Figure 1. Port wiring.
Scale bar: 20 um.
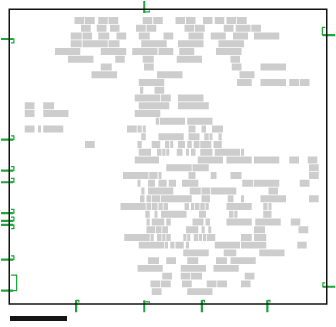
Figure 2. Metal 1.
Supply wires on this layer in gray. Cells faint in the background.
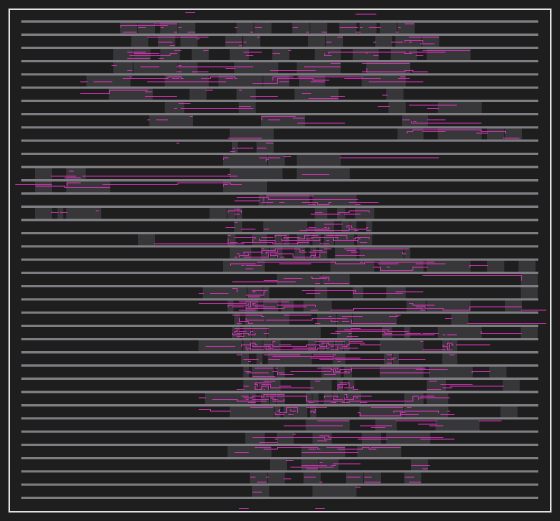
Figure 3. Register map, names as in the netlist.
Other sequential cells in the stronger gray, the rest of the logic in the fainter gray.
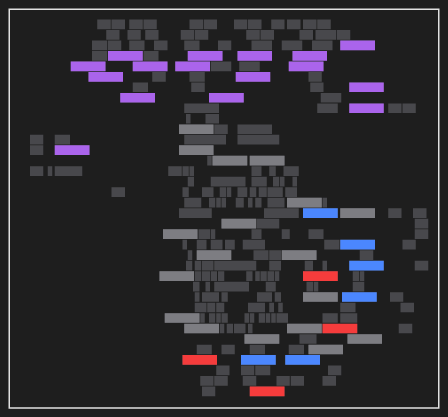
Figure 4. Routing congestion.
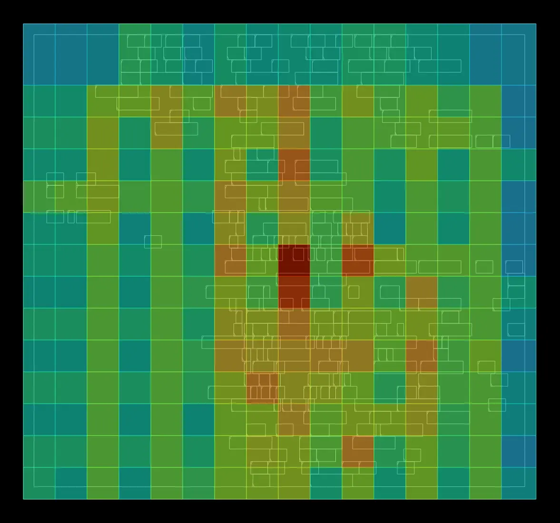
Figure 5. The metal 2 layer.
Cells faint in the background.
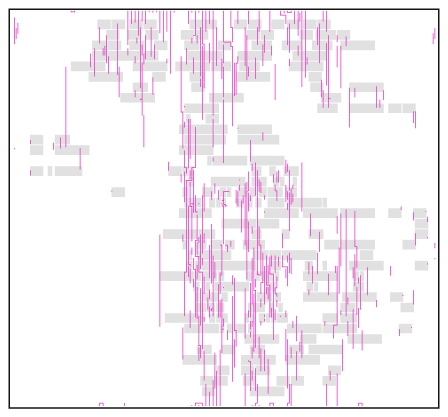
<file path="config.mk">
export PLATFORM = sky130hd
export DESIGN_NAME = bs_dot_sequencer
export DESIGN_NICKNAME = d
export VERILOG_FILES = /design/src/rtl/bs_dot_sequencer.sv
export SDC_FILE = /design/constraint.sdc
export NUM_CORES = 1
export LEC_CHECK = 0
export CELL_PAD_IN_SITES_DETAIL_PLACEMENT = 0
export CELL_PAD_IN_SITES_GLOBAL_PLACEMENT = 2
export CORE_AREA = 2 2 109 101
export DETAILED_ROUTE_END_ITERATION = 16
export DIE_AREA = 0 0 111 103
export PLACE_DENSITY = 0.87
export SLEW_MARGIN = 0
export SYNTH_ARGS = -nofsm -noshare
export SYNTH_HDL_FRONTEND = slang
export SYNTH_SLANG_ARGS = --single-unit
</file>
<file path="constraint.sdc">
create_clock -name clk -period 2.53 [get_ports clk]
set_input_delay 0.253 -clock clk [delete_from_list [all_inputs] [get_ports clk]]
set_output_delay 0.253 -clock clk [all_outputs]
set_load 0.01 [all_outputs]
</file>
<file path="src/rtl/bs_dot_sequencer.sv">
// bs_dot_sequencer: operand-side driver for the back-substitution MAC.
// For one requested row it streams R[row][j] / x[j] pairs (j = row+1..N-1)
// into the MAC, waits out the memory and multiplier pipelines, then returns
// the captured accumulator over a valid/ready result port.
module bs_dot_sequencer #(
    parameter int unsigned DW      = 16,
    parameter int unsigned N       = 8,
    parameter int unsigned AW      = $clog2(N),
    parameter int unsigned MEM_LAT = 1,
    parameter int unsigned MUL_LAT = 1
) (
    input  logic                     clk,
    input  logic                     rst,
    input  logic                     start,
    input  logic [AW:0]              row,
    output logic                     busy,
    output logic                     r_rd_en,
    output logic [$clog2(N*N)-1:0]   r_rd_addr,
    input  logic [DW-1:0]            r_rd_data,
    output logic                     x_rd_en,
    output logic [AW-1:0]            x_rd_addr,
    input  logic [DW-1:0]            x_rd_data,
    output logic                     mac_en,
    output logic                     mac_clear,
    output logic [DW-1:0]            mac_din1,
    output logic [DW-1:0]            mac_din2,
    input  logic [DW-1:0]            mac_dout,
    output logic                     res_valid,
    input  logic                     res_ready,
    output logic [DW-1:0]            res_data,
    output logic [AW:0]              res_row
);

    localparam int unsigned RAW = $clog2(N*N);
    localparam int unsigned CW  = AW + 1;
    localparam int unsigned D   = MEM_LAT + MUL_LAT + 1;
    localparam int unsigned DCW = $clog2(D + 1);

    typedef enum logic [2:0] {
        S_IDLE,
        S_CLEAR,
        S_ISSUE,
        S_DRAIN,
        S_HOLD
    } state_t;

    state_t               r_state;
    logic [CW-1:0]        r_k;
    logic [CW-1:0]        r_col;
    logic [DCW-1:0]       r_dcnt;
    logic [MEM_LAT-1:0]   r_mac_sr;

    state_t               w_nxt_state;
    logic [CW-1:0]        w_nxt_k;
    logic [CW-1:0]        w_nxt_col;
    logic [DCW-1:0]       w_nxt_dcnt;
    logic                 w_nxt_busy;
    logic                 w_nxt_rd_en;
    logic [RAW-1:0]       w_nxt_r_addr;
    logic [AW-1:0]        w_nxt_x_addr;
    logic                 w_nxt_clear;
    logic                 w_nxt_valid;
    logic [DW-1:0]        w_nxt_res_data;
    logic [AW:0]          w_nxt_res_row;
    logic [CW-1:0]        w_k_init;
    logic [RAW-1:0]       w_r_addr;

    // Operands go straight from the memories to the MAC; mac_en does the gating.
    assign mac_din1 = r_rd_data;
    assign mac_din2 = x_rd_data;
    assign mac_en   = r_mac_sr[MEM_LAT-1];

    // Number of products for a row: zero for the last row and out-of-range rows.
    assign w_k_init = (row >= CW'(N - 1)) ? '0 : (CW'(N - 1) - row);

    // R is stored row-major; res_row holds the active row while issuing.
    assign w_r_addr = RAW'(res_row) * RAW'(N) + RAW'(r_col);

    // Next-state and next-output decode; all outputs are registered from these.
    always_comb begin
        w_nxt_state    = r_state;
        w_nxt_k        = r_k;
        w_nxt_col      = r_col;
        w_nxt_dcnt     = r_dcnt;
        w_nxt_busy     = 1'b1;
        w_nxt_rd_en    = 1'b0;
        w_nxt_r_addr   = r_rd_addr;
        w_nxt_x_addr   = x_rd_addr;
        w_nxt_clear    = 1'b0;
        w_nxt_valid    = 1'b0;
        w_nxt_res_data = res_data;
        w_nxt_res_row  = res_row;
        case (r_state)
            S_IDLE: begin
                w_nxt_busy = 1'b0;
                if (start) begin
                    w_nxt_state   = S_CLEAR;
                    w_nxt_busy    = 1'b1;
                    w_nxt_clear   = 1'b1;
                    w_nxt_res_row = row;
                    w_nxt_k       = w_k_init;
                    w_nxt_col     = row + CW'(1);
                end
            end
            S_CLEAR, S_ISSUE: begin
                if (r_k != '0) begin
                    w_nxt_state  = S_ISSUE;
                    w_nxt_rd_en  = 1'b1;
                    w_nxt_r_addr = w_r_addr;
                    w_nxt_x_addr = r_col[AW-1:0];
                    w_nxt_col    = r_col + CW'(1);
                    w_nxt_k      = r_k - CW'(1);
                end else begin
                    w_nxt_state = S_DRAIN;
                    w_nxt_dcnt  = DCW'(D - 1);
                end
            end
            S_DRAIN: begin
                if (r_dcnt == '0) begin
                    w_nxt_state    = S_HOLD;
                    w_nxt_valid    = 1'b1;
                    w_nxt_res_data = mac_dout;
                end else begin
                    w_nxt_dcnt = r_dcnt - DCW'(1);
                end
            end
            S_HOLD: begin
                if (res_ready) begin
                    w_nxt_state = S_IDLE;
                    w_nxt_busy  = 1'b0;
                end else begin
                    w_nxt_valid = 1'b1;
                end
            end
            default: begin
                w_nxt_state = S_IDLE;
                w_nxt_busy  = 1'b0;
            end
        endcase
    end

    // State, counters and registered outputs.
    always_ff @(posedge clk or posedge rst) begin
        if (rst) begin
            r_state   <= S_IDLE;
            r_k       <= '0;
            r_col     <= '0;
            r_dcnt    <= '0;
            busy      <= 1'b0;
            r_rd_en   <= 1'b0;
            x_rd_en   <= 1'b0;
            r_rd_addr <= '0;
            x_rd_addr <= '0;
            mac_clear <= 1'b0;
            res_valid <= 1'b0;
            res_data  <= '0;
            res_row   <= '0;
        end else begin
            r_state   <= w_nxt_state;
            r_k       <= w_nxt_k;
            r_col     <= w_nxt_col;
            r_dcnt    <= w_nxt_dcnt;
            busy      <= w_nxt_busy;
            r_rd_en   <= w_nxt_rd_en;
            x_rd_en   <= w_nxt_rd_en;
            r_rd_addr <= w_nxt_r_addr;
            x_rd_addr <= w_nxt_x_addr;
            mac_clear <= w_nxt_clear;
            res_valid <= w_nxt_valid;
            res_data  <= w_nxt_res_data;
            res_row   <= w_nxt_res_row;
        end
    end

    // Delay the read strobe by the memory latency so mac_en lines up with data.
    always_ff @(posedge clk or posedge rst) begin
        if (rst) begin
            r_mac_sr <= '0;
        end else begin
            r_mac_sr <= MEM_LAT'({r_mac_sr, r_rd_en});
        end
    end

endmodule
</file>
==> GITHUB_STEP_SUMMARY <==
## Implementation flow summary

| Metric | Value |
|---|---|
| Outcome | finished, final reports clean |
| H-Tree Depth | 2 |
| Yosys simple share | a little over a tenth |
| Unique cell types | 38 |
| Syn Area/Cell | around 11 um^2 |
| Synth cell count leaders | dfrtp_1 (44), buf_4 (38), mux2_2 (18) |
| Log Warnings | 26 |
| Gpl congestion | between 0.6 and 0.7 |
| Setup TNS | 0 ns |
| # DRC | 0 |
| Ys flop type | dfrtp_1 |
| Vias/cell | 4.058 |
| Die height | 103 um |
| Placed inst area | approximately 2800 um^2 |
| Die X | 111 um |
| Global-route wire length before repair | 7245 um |
| Post-CTS Setup Repair Bufs | 0 |
| Final Hold Violation Tally | 0 |
| Top cells, area | dfrtp_1 (47%), buf_4 (12%), mux2_2 (8.7%) |
| Clock sinks | between 40 and 50 |
| Most frequent logic cell in the layout | clkdlybuf4s50_1 |
| Ant. Diodes | 0 |
| Root buf cell | clkbuf_16 |
| Final setup violation count | 0 |
| Asr flop ratio synth | 100.0% |
| Clock Pin Slew Worst Setup and Hold Paths | roughly 0.060 ns |
| RSZ-0062 raised after global routing | no |
| CP Launch Type | register |
| Total gr overflow | 0 |
| Fin nets | about 290 |
| CP Max Fanout | 10 |
| Sequential cell area | roughly 1100 um^2 |
| Top delay family on crit path | flip-flops |
| Critical R2R Launch | r_state[0] |
| Yosys cell count | 202 |
| Pin count of the biggest net entering global routing | about 45 |
| Post-DP HPWL | roughly 3200 um |
| DP Worst Slack | between 0.5 and 0.6 ns |
| Worst Path Buf+Inv | 1 |
| Vias in the first global route | about 1.4k |
| CP Capture Type | register |
| Total CTS buffers | 5 |
Notes on Figure 1 above:
Key: green = `x_rd_data` [bits 16, direction input, edge 9 west, 4 south, 2 east, 1 north, end cells 0, buffers 0, wire 53.6 um]
Port Buffers: 58
IO Pins: 123

Notes on Figure 2 above:
The layer carries 2,050 um of wire. The longest straight run is 31.7 um. The layer holds 45% of the routed length. 225 nets have wire on it. The wires run mostly horizontal.

Notes on Figure 3 above:
Key: purple = `res_data` [flops 16]; blue = `r_rd_addr` [flops 6]; red = `res_row` [flops 4]
Another 18 sequential cells are not colored.

Notes on Figure 4 above:
GRT Overall Usage: 7.955%
per-cell routed wire length: 12.40 um
Util after Layout: 28.86%
met1 usage: 9.859%

Notes on Figure 5 above:
The longest straight run is 27.5 um. 243 nets have wire on it. The layer carries 2,090 um of wire. The layer holds 46% of the routed length.
final wirelength: 4502 um
M2 GR Usage: 12.65%

-- power by group --
part / leakage [nW] / switching, mW / internal (mW)
Sequential: 0.522 / 0.210 / 1.06
Combinational: 0.670 / 0.964 / 1.20
Clock: 0.104 / 0.268 / 0.665
-- routing by layer --
| layer | up-vias | track usage [%] | part of all wire (%) |
|---|---|---|---|
| li1 | 712 | - | - |
| met2 | 42 | 12.65 | 46 |
| met4 | 0 | 4.808 | 2.5 |
| met5 | - | 0 | 0 |
| met1 | 708 | 9.859 | 45 |
| met3 | 11 | 2.058 | 5.8 |
-- worst min-delay path: cells and delay by family --
family / cells / cell delay [ns]
buf+inv: 3 / 0.72
-- final timing paths --
check | cells after the start | end | slack (ns)
max reg2reg | 8 | r_col[2] | 0.48
max in group asynchronous | 3 | res_data[8] | 2.00
min reg2reg | 0 | mac_en | 0.40
max | 8 | r_col[2] | 0.48
min | 3 | res_data[5] | 0.32
min in group clk | 0 | mac_en | 0.40
-- final cells by class --
cell class | instances | area share, %
Timing Repair Buffer | 63 | 21.00
Inverter | 9 | 1.125
Clock buffer | 5 | 4.167
Tap cell | 133 | 5.542
Multi-Input combinational cell | 106 | 28.50
Clock inverter | 3 | 3.000
Sequential cell | 44 | 36.67
-- registers in the layout (all words and copies together) (netlist names) --
| signal | cells |
|---|---|
| busy | 1 |
| mac_clear | 1 |
| mac_en | 1 |
| r_col | 4 |
| r_dcnt | 2 |
| r_k | 4 |
| r_rd_addr | 6 |
| r_state | 3 |
| res_data | 16 |
| res_row | 4 |
| res_valid | 1 |
| x_rd_en | 1 |
-- per-stage QoR --
step / total power [mW] / hold slack [ns]
after global routing: 4.696 / 0.3529
after detailed placement: 3.468 / 0.3934
after global placement: 3.431 / 0.3941
after CTS: 4.429 / 0.3289
final: 4.365 / 0.3195
after floorplan: 2.749 / 0.4015
No activity file was given, so power comes from the tool's default toggle rates.
